==> config.mk <==
export PLATFORM = sky130hd
export DESIGN_NAME = pc_fetch
export DESIGN_NICKNAME = d
export VERILOG_FILES = /design/src/rtl/pc_fetch.sv
export SDC_FILE = /design/constraint.sdc
export NUM_CORES = 1
export LEC_CHECK = 0
export CORE_ASPECT_RATIO = 0.7
export CORE_MARGIN = 4
export CORE_UTILIZATION = 52
export DETAILED_ROUTE_END_ITERATION = 7
export PLACE_DENSITY_LB_ADDON = 0.1
export SLEW_MARGIN = 40
export SYNTH_ARGS = -nofsm -noshare
export SYNTH_HDL_FRONTEND = slang
export SYNTH_SLANG_ARGS = --single-unit
==> constraint.sdc <==
create_clock -name Clk -period 6.6 [get_ports Clk]
set_clock_uncertainty 0.1 [all_clocks]
set_input_delay 1.32 -clock Clk [delete_from_list [all_inputs] [get_ports Clk]]
set_output_delay 1.32 -clock Clk [all_outputs]
set_load 0.005 [all_outputs]
==> src/rtl/pc_fetch.sv <==
// Instruction fetch PC unit: next-PC selection (sequential/branch/jump),
// syscall halt, address-range fault and a saturating retired-instruction count.
//
// state | meaning
// RUN   | fetching; PC advances every unstalled cycle
// HALT  | syscall retired; PC and count frozen until reset
// FAULT | next PC out of range or misaligned; PC holds offending instruction
module pc_fetch #(
   parameter logic [31:0] RESET_PC = 32'h0000_0100,
   parameter logic [31:0] MEM_LO   = 32'h0000_0100,
   parameter logic [31:0] MEM_HI   = 32'h0000_03FC
) (
   input  logic        Clk,
   input  logic        Reset,
   input  logic [31:0] Instr,
   input  logic        Zero,
   input  logic        Stall,
   output logic [31:0] PC,
   output logic [31:0] PCPlus4,
   output logic        Halted,
   output logic        Fault,
   output logic [15:0] RetireCnt
);

   typedef enum logic [1:0] {
      ST_RUN   = 2'd0,
      ST_HALT  = 2'd1,
      ST_FAULT = 2'd2
   } state_t;

   localparam logic [5:0] OP_SPECIAL = 6'h00;
   localparam logic [5:0] OP_J       = 6'h02;
   localparam logic [5:0] OP_BEQ     = 6'h04;
   localparam logic [5:0] OP_BNE     = 6'h05;
   localparam logic [5:0] FN_SYSCALL = 6'h0C;

   state_t      state_q, state_d;
   logic [31:0] pc_q, pc_d;
   logic [15:0] retire_cnt_q, retire_cnt_d;

   logic [5:0]  opcode;
   logic [5:0]  funct;
   logic        is_jump;
   logic        is_syscall;
   logic        br_taken;
   logic [31:0] pc_plus4;
   logic [31:0] br_offset;
   logic [31:0] br_target;
   logic [31:0] jmp_target;
   logic [31:0] next_pc;
   logic        next_pc_bad;
   logic [15:0] retire_cnt_inc;

   always_comb begin
      opcode     = Instr[31:26];
      funct      = Instr[5:0];
      is_jump    = (opcode == OP_J);
      is_syscall = (opcode == OP_SPECIAL) && (funct == FN_SYSCALL);
      br_taken   = ((opcode == OP_BEQ) && Zero) || ((opcode == OP_BNE) && !Zero);

      // All arithmetic is 32-bit so carries out of bit 31 simply drop.
      pc_plus4   = pc_q + 32'd4;
      br_offset  = {{14{Instr[15]}}, Instr[15:0], 2'b00};
      br_target  = pc_plus4 + br_offset;
      jmp_target = {pc_plus4[31:28], Instr[25:0], 2'b00};

      if (is_jump) begin
         next_pc = jmp_target;
      end else if (br_taken) begin
         next_pc = br_target;
      end else begin
         next_pc = pc_plus4;
      end

      next_pc_bad = (next_pc < MEM_LO) || (next_pc > MEM_HI) || (next_pc[1:0] != 2'b00);

      retire_cnt_inc = (retire_cnt_q == 16'hFFFF) ? retire_cnt_q : (retire_cnt_q + 16'd1);
   end

   always_comb begin
      state_d      = state_q;
      pc_d         = pc_q;
      retire_cnt_d = retire_cnt_q;
      case (state_q)
         ST_RUN: begin
            if (!Stall) begin
               // Syscall wins over the range check: halting never looks at next_pc.
               if (is_syscall) begin
                  state_d      = ST_HALT;
                  retire_cnt_d = retire_cnt_inc;
               end else if (next_pc_bad) begin
                  state_d = ST_FAULT;
               end else begin
                  pc_d         = next_pc;
                  retire_cnt_d = retire_cnt_inc;
               end
            end
         end
         ST_HALT:  state_d = ST_HALT;
         ST_FAULT: state_d = ST_FAULT;
         default:  state_d = ST_FAULT;
      endcase
   end

   always_ff @(posedge Clk or posedge Reset) begin
      if (Reset) begin
         state_q      <= ST_RUN;
         pc_q         <= RESET_PC;
         retire_cnt_q <= 16'd0;
      end else begin
         state_q      <= state_d;
         pc_q         <= pc_d;
         retire_cnt_q <= retire_cnt_d;
      end
   end

   assign PC        = pc_q;
   assign PCPlus4   = pc_plus4;
   assign Halted    = (state_q == ST_HALT);
   assign Fault     = (state_q == ST_FAULT);
   assign RetireCnt = retire_cnt_q;

endmodule
### Sequential cells colored by netlist name

Scale bar: 50 um.
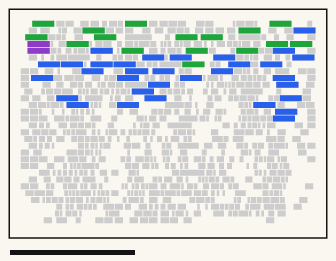
Key: `state_q` = purple [sequential cells 2]; `PC` = blue [sequential cells 32, where a horizontal strip, top]; `RetireCnt` = green [sequential cells 16]

### Placed cells, one color a class

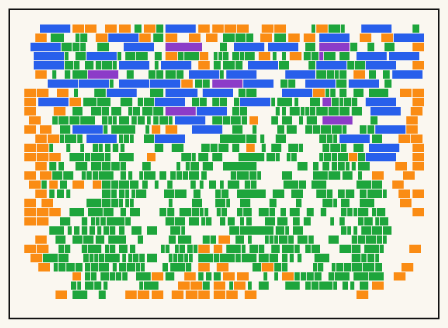
Key: remaining logic cells = green [cells 558]; clock drivers and dummy loads = purple [cells 8]; remaining buffers and delay cells = orange [cells 127]; registers = blue [cells 50]

### M3 wires

Scale bar: 50 um.
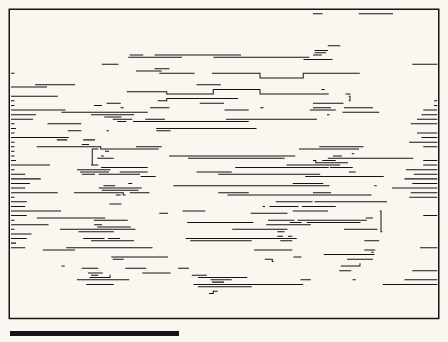
178 nets have wire on it. The longest straight run is 46.0 um. The wires run mostly horizontal. The layer carries 2000 um of wire.

### Placed standard cells

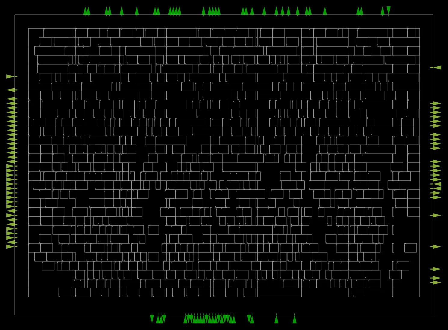
number of cell rows: 30
Core Box Area: 9680 sq um
final core utilization: 68.3%
tapcell count: 128
non-filler cells, final: 871

### Cell area per tile

The die is cut into 13 by 9 equal tiles; white is low, dark blue is high, 0 to 100% covered.
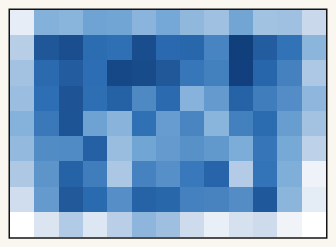
The mean over all tiles is 56%. The fullest tile reaches 94%. 26% of the tiles are over 75% full. 1.7% of the tiles are nearly empty. The emptiest ninth of the die: bottom right.

-- logic make-up after synthesis --
| kind of cell | after synthesis | synth area share (%) |
|---|---|---|
| buf+inv | 42 | 3.31 |
| compound gates | 163 | 22.3 |
| simple gates | 269 | 28.4 |
| fa+ha+maj | 32 | 7.93 |
| mux | 16 | 3.31 |
| flops | 50 | 24.4 |
| xor+xnor | 60 | 10.4 |
-- through the flow --
step	cells	hold WS, ns
2_1_floorplan	632	0.361
3_3_place_gp	863	0.374
3_5_place_dp	863	0.386
4_1_cts	871	0.399
5_1_grt	871	0.424
6_report	871	0.402
-- flip-flops by register name, indices dropped and copies added, names as in the netlist --
signal     flops
state_q        2
PC            32
RetireCnt     16
-- report_power, final --
group / internal (mW) / switching (mW) / leakage [nW]
combinational: 0.205 / 0.238 / 2.14
sequential: 0.326 / 0.0325 / 0.661
clock: 0.179 / 0.110 / 0.0771
total: 0.710 / 0.380 / 2.88
-- critical path, delay by kind of cell (launching register included) --
family          cells  cell delay, ns
compound gates      5            1.56
fa+ha+maj           1            0.41
mux                 1            0.35
flops               1            0.49
simple gates        8            2.23
xor+xnor            1            0.50
-- how the worst max path moves through the flow --
stage | from | endpoint | slack [ns] | cells past startpoint
finish | PC[4] | RetireCnt[1] | 0.82 | 16
global route | PC[4] | RetireCnt[1] | 0.63 | 16
CTS | PC[4] | RetireCnt[1] | 0.93 | 16
detailed placement | Instr[15] | RetireCnt[1] | 0.65 | 13
global placement | Instr[15] | RetireCnt[1] | 0.77 | 13
floorplan | PC[2] | RetireCnt[1] | 1.65 | 17
-- area by class of cell --
cell class | instances | area share [%]
multi-input combinational | 540 | 56.3
inverter | 18 | 1.06
timing repair buffer | 127 | 18.8
clock inverter | 2 | 0.567
clock buffer | 6 | 1.95
sequential | 50 | 18.9
tap | 128 | 2.42
-- layer usage --
metal	wire length, um	up-vias
met3	2000	43
li1	-	2587
met1	8280	2707
met5	0	-
met4	448	0
met2	7660	372
-- cells in the final DEF, fill, tap and decap left out, types with 3 or more instances in the layout --
cell / n
a31oi_1: 10
o211ai_1: 5
nand2_1: 55
a21oi_1: 36
a221o_1: 3
o21a_1: 7
o21ai_0: 32
ha_1: 31
a2bb2oi_1: 3
nand4_1: 17
dfrtp_1: 49
a211oi_1: 8
mux2_2: 8
and3_1: 12
nor2_1: 56
clkdlybuf4s50_1: 117
nand2b_1: 4
nor3_2: 7
or3_1: 4
xnor2_1: 26
nand3_1: 27
o21ai_1: 3
nor3_1: 19
nor3b_1: 3
o221ai_1: 4
nor4_1: 13
buf_4: 10
a21o_1: 9
inv_1: 17
a31o_2: 3
and2_1: 29
and4_1: 9
o21bai_1: 4
clkbuf_16: 5
mux2i_1: 8
nor2b_1: 5
xor2_1: 33
o22ai_1: 3
a221oi_1: 3
a2111oi_0: 3
==> summary.txt <==
Implementation summary

The multi-input combinational cells in the finished layout cover a total of 3720 sq um. The global-route wire length before repair is 28600 um. The number of warnings in the stage logs is 26. The most used routing layer in global routing is met1. The H-tree was split into 2 levels.

The worst-case IR drop observed on VDD is 0.190 mV. Total power normalized to cell area comes to 165 nW/um^2. Once layout is done, the placed cells without fillers occupy 6620 sq um. The clock input transition at the sequential cells of the worst setup and hold paths is 0.07 ns. The clock reaches the later pin of the worst-skew pair after 0.29 ns.

The floorplan-stage core utilization is 53.1%. The number of violations of the max-capacitance limit is 0. The run finished with clean final reports. Setup repair after global routing left no endpoint under its margin. The number of inserted diodes is 0. Headroom to the max-slew limit came out at 45.7%. The TritonCTS clock tree is done. The instance area after placement is 6450 sq um.

The detailed router finished its first iteration with 660 violations. Per the GRT congestion report, total overflow comes to 0. The share of the synthesized area in the top cell type is 23.9%. The synthesized instance count is 632. In this run the critical path is formed by nand3_1, nor4_4, nand2_1, xnor2_1, ha_1, nand2_1, o21ai_0, a221o_1, a221o_1, nor3_1, nor4b_4, a2111oi_4, and4_1, a31oi_4, nor2_1, mux2_2. For the worst setup path, the data arrival time is 5.86 ns. Looking at the clock tree report, the root buffer type is clkbuf_16. In this run the worst hold path is classified as reg -> reg. In the hold timing report, the worst path depth is 1. The post-synthesis net count is 700.

The via count of the first global-routing pass was 5391. The setup check on the worst reg-to-reg path leaves a slack of 0.82 ns. At the end of routability-driven placement, the weighted congestion stood at 0.993. According to the finish report, the design has a final net count of 810.

The setup TNS is 0 ns. Measured in cells, the most critical reg-to-reg path has a length of 16. For reference, the top cells by area after synthesis are dfrtp_1 (24%), ha_1 (7.5%), xor2_1 (5.6%). The element type at the critical path end is a flip-flop. Per the timing report, the biggest fanout along the worst path comes to 17. The mapped netlist covers 5140 sq um. The flip-flop and latch count after synthesis is 50. The final critical-path share of the clock period is 87.6%. The wire-length estimate of the detail-placed layout is 14500 um. The worst setup path is launched from a flip-flop.

According to the I/O placement log, the pin count is 118. The global routing usage on met3 is 6.23%. From the final report, the count of setup violators was given as 0. The number of hold violations in the final report is 0. The combined flip-flop and latch cell area is 1250 sq um. The number of clock sinks seen by CTS is 50. The global routing report lists met1 layer usage as 45.8%. The number of antenna-violating nets in the routed design is 0. The achievable frequency is 173 MHz. The height of the chip is 91.2 um. The critical path class is reg -> reg.

The minimum period implied by the final worst setup slack is 5.78 ns. Once the clock tree was built, the resizer swapped 0 gates to a different size. Counting pins that exceed their max-slew limit in the final report gives 0. The script parses the final routing iteration and logs DRC violations as 0. The area growth from synthesis to layout is 28.7%.

After floorplanning, the die was sized to cover 11600 sq um. Using the TritonRoute via totals, the vias-per-cell ratio works out to 6.55. The chip area line of the yosys report is 5140 sq um.

Per the final layout report, the fraction of cells sized above drive strength 1 comes to 6.46%. The count of cell types in the netlist is 73. Buffers inserted to repair hold after CTS numbered 0. The average size of a mapped cell is 8.13 sq um.

For the worst reg-to-reg path, the endpoint reported by OpenROAD is RetireCnt[1]. In the log, the iteration count for the first detailed-route pass is 6. Looking at the reg2reg group, the worst path starts from PC[4].
Power figures rest on the tool's default switching activity, not on a simulated workload.
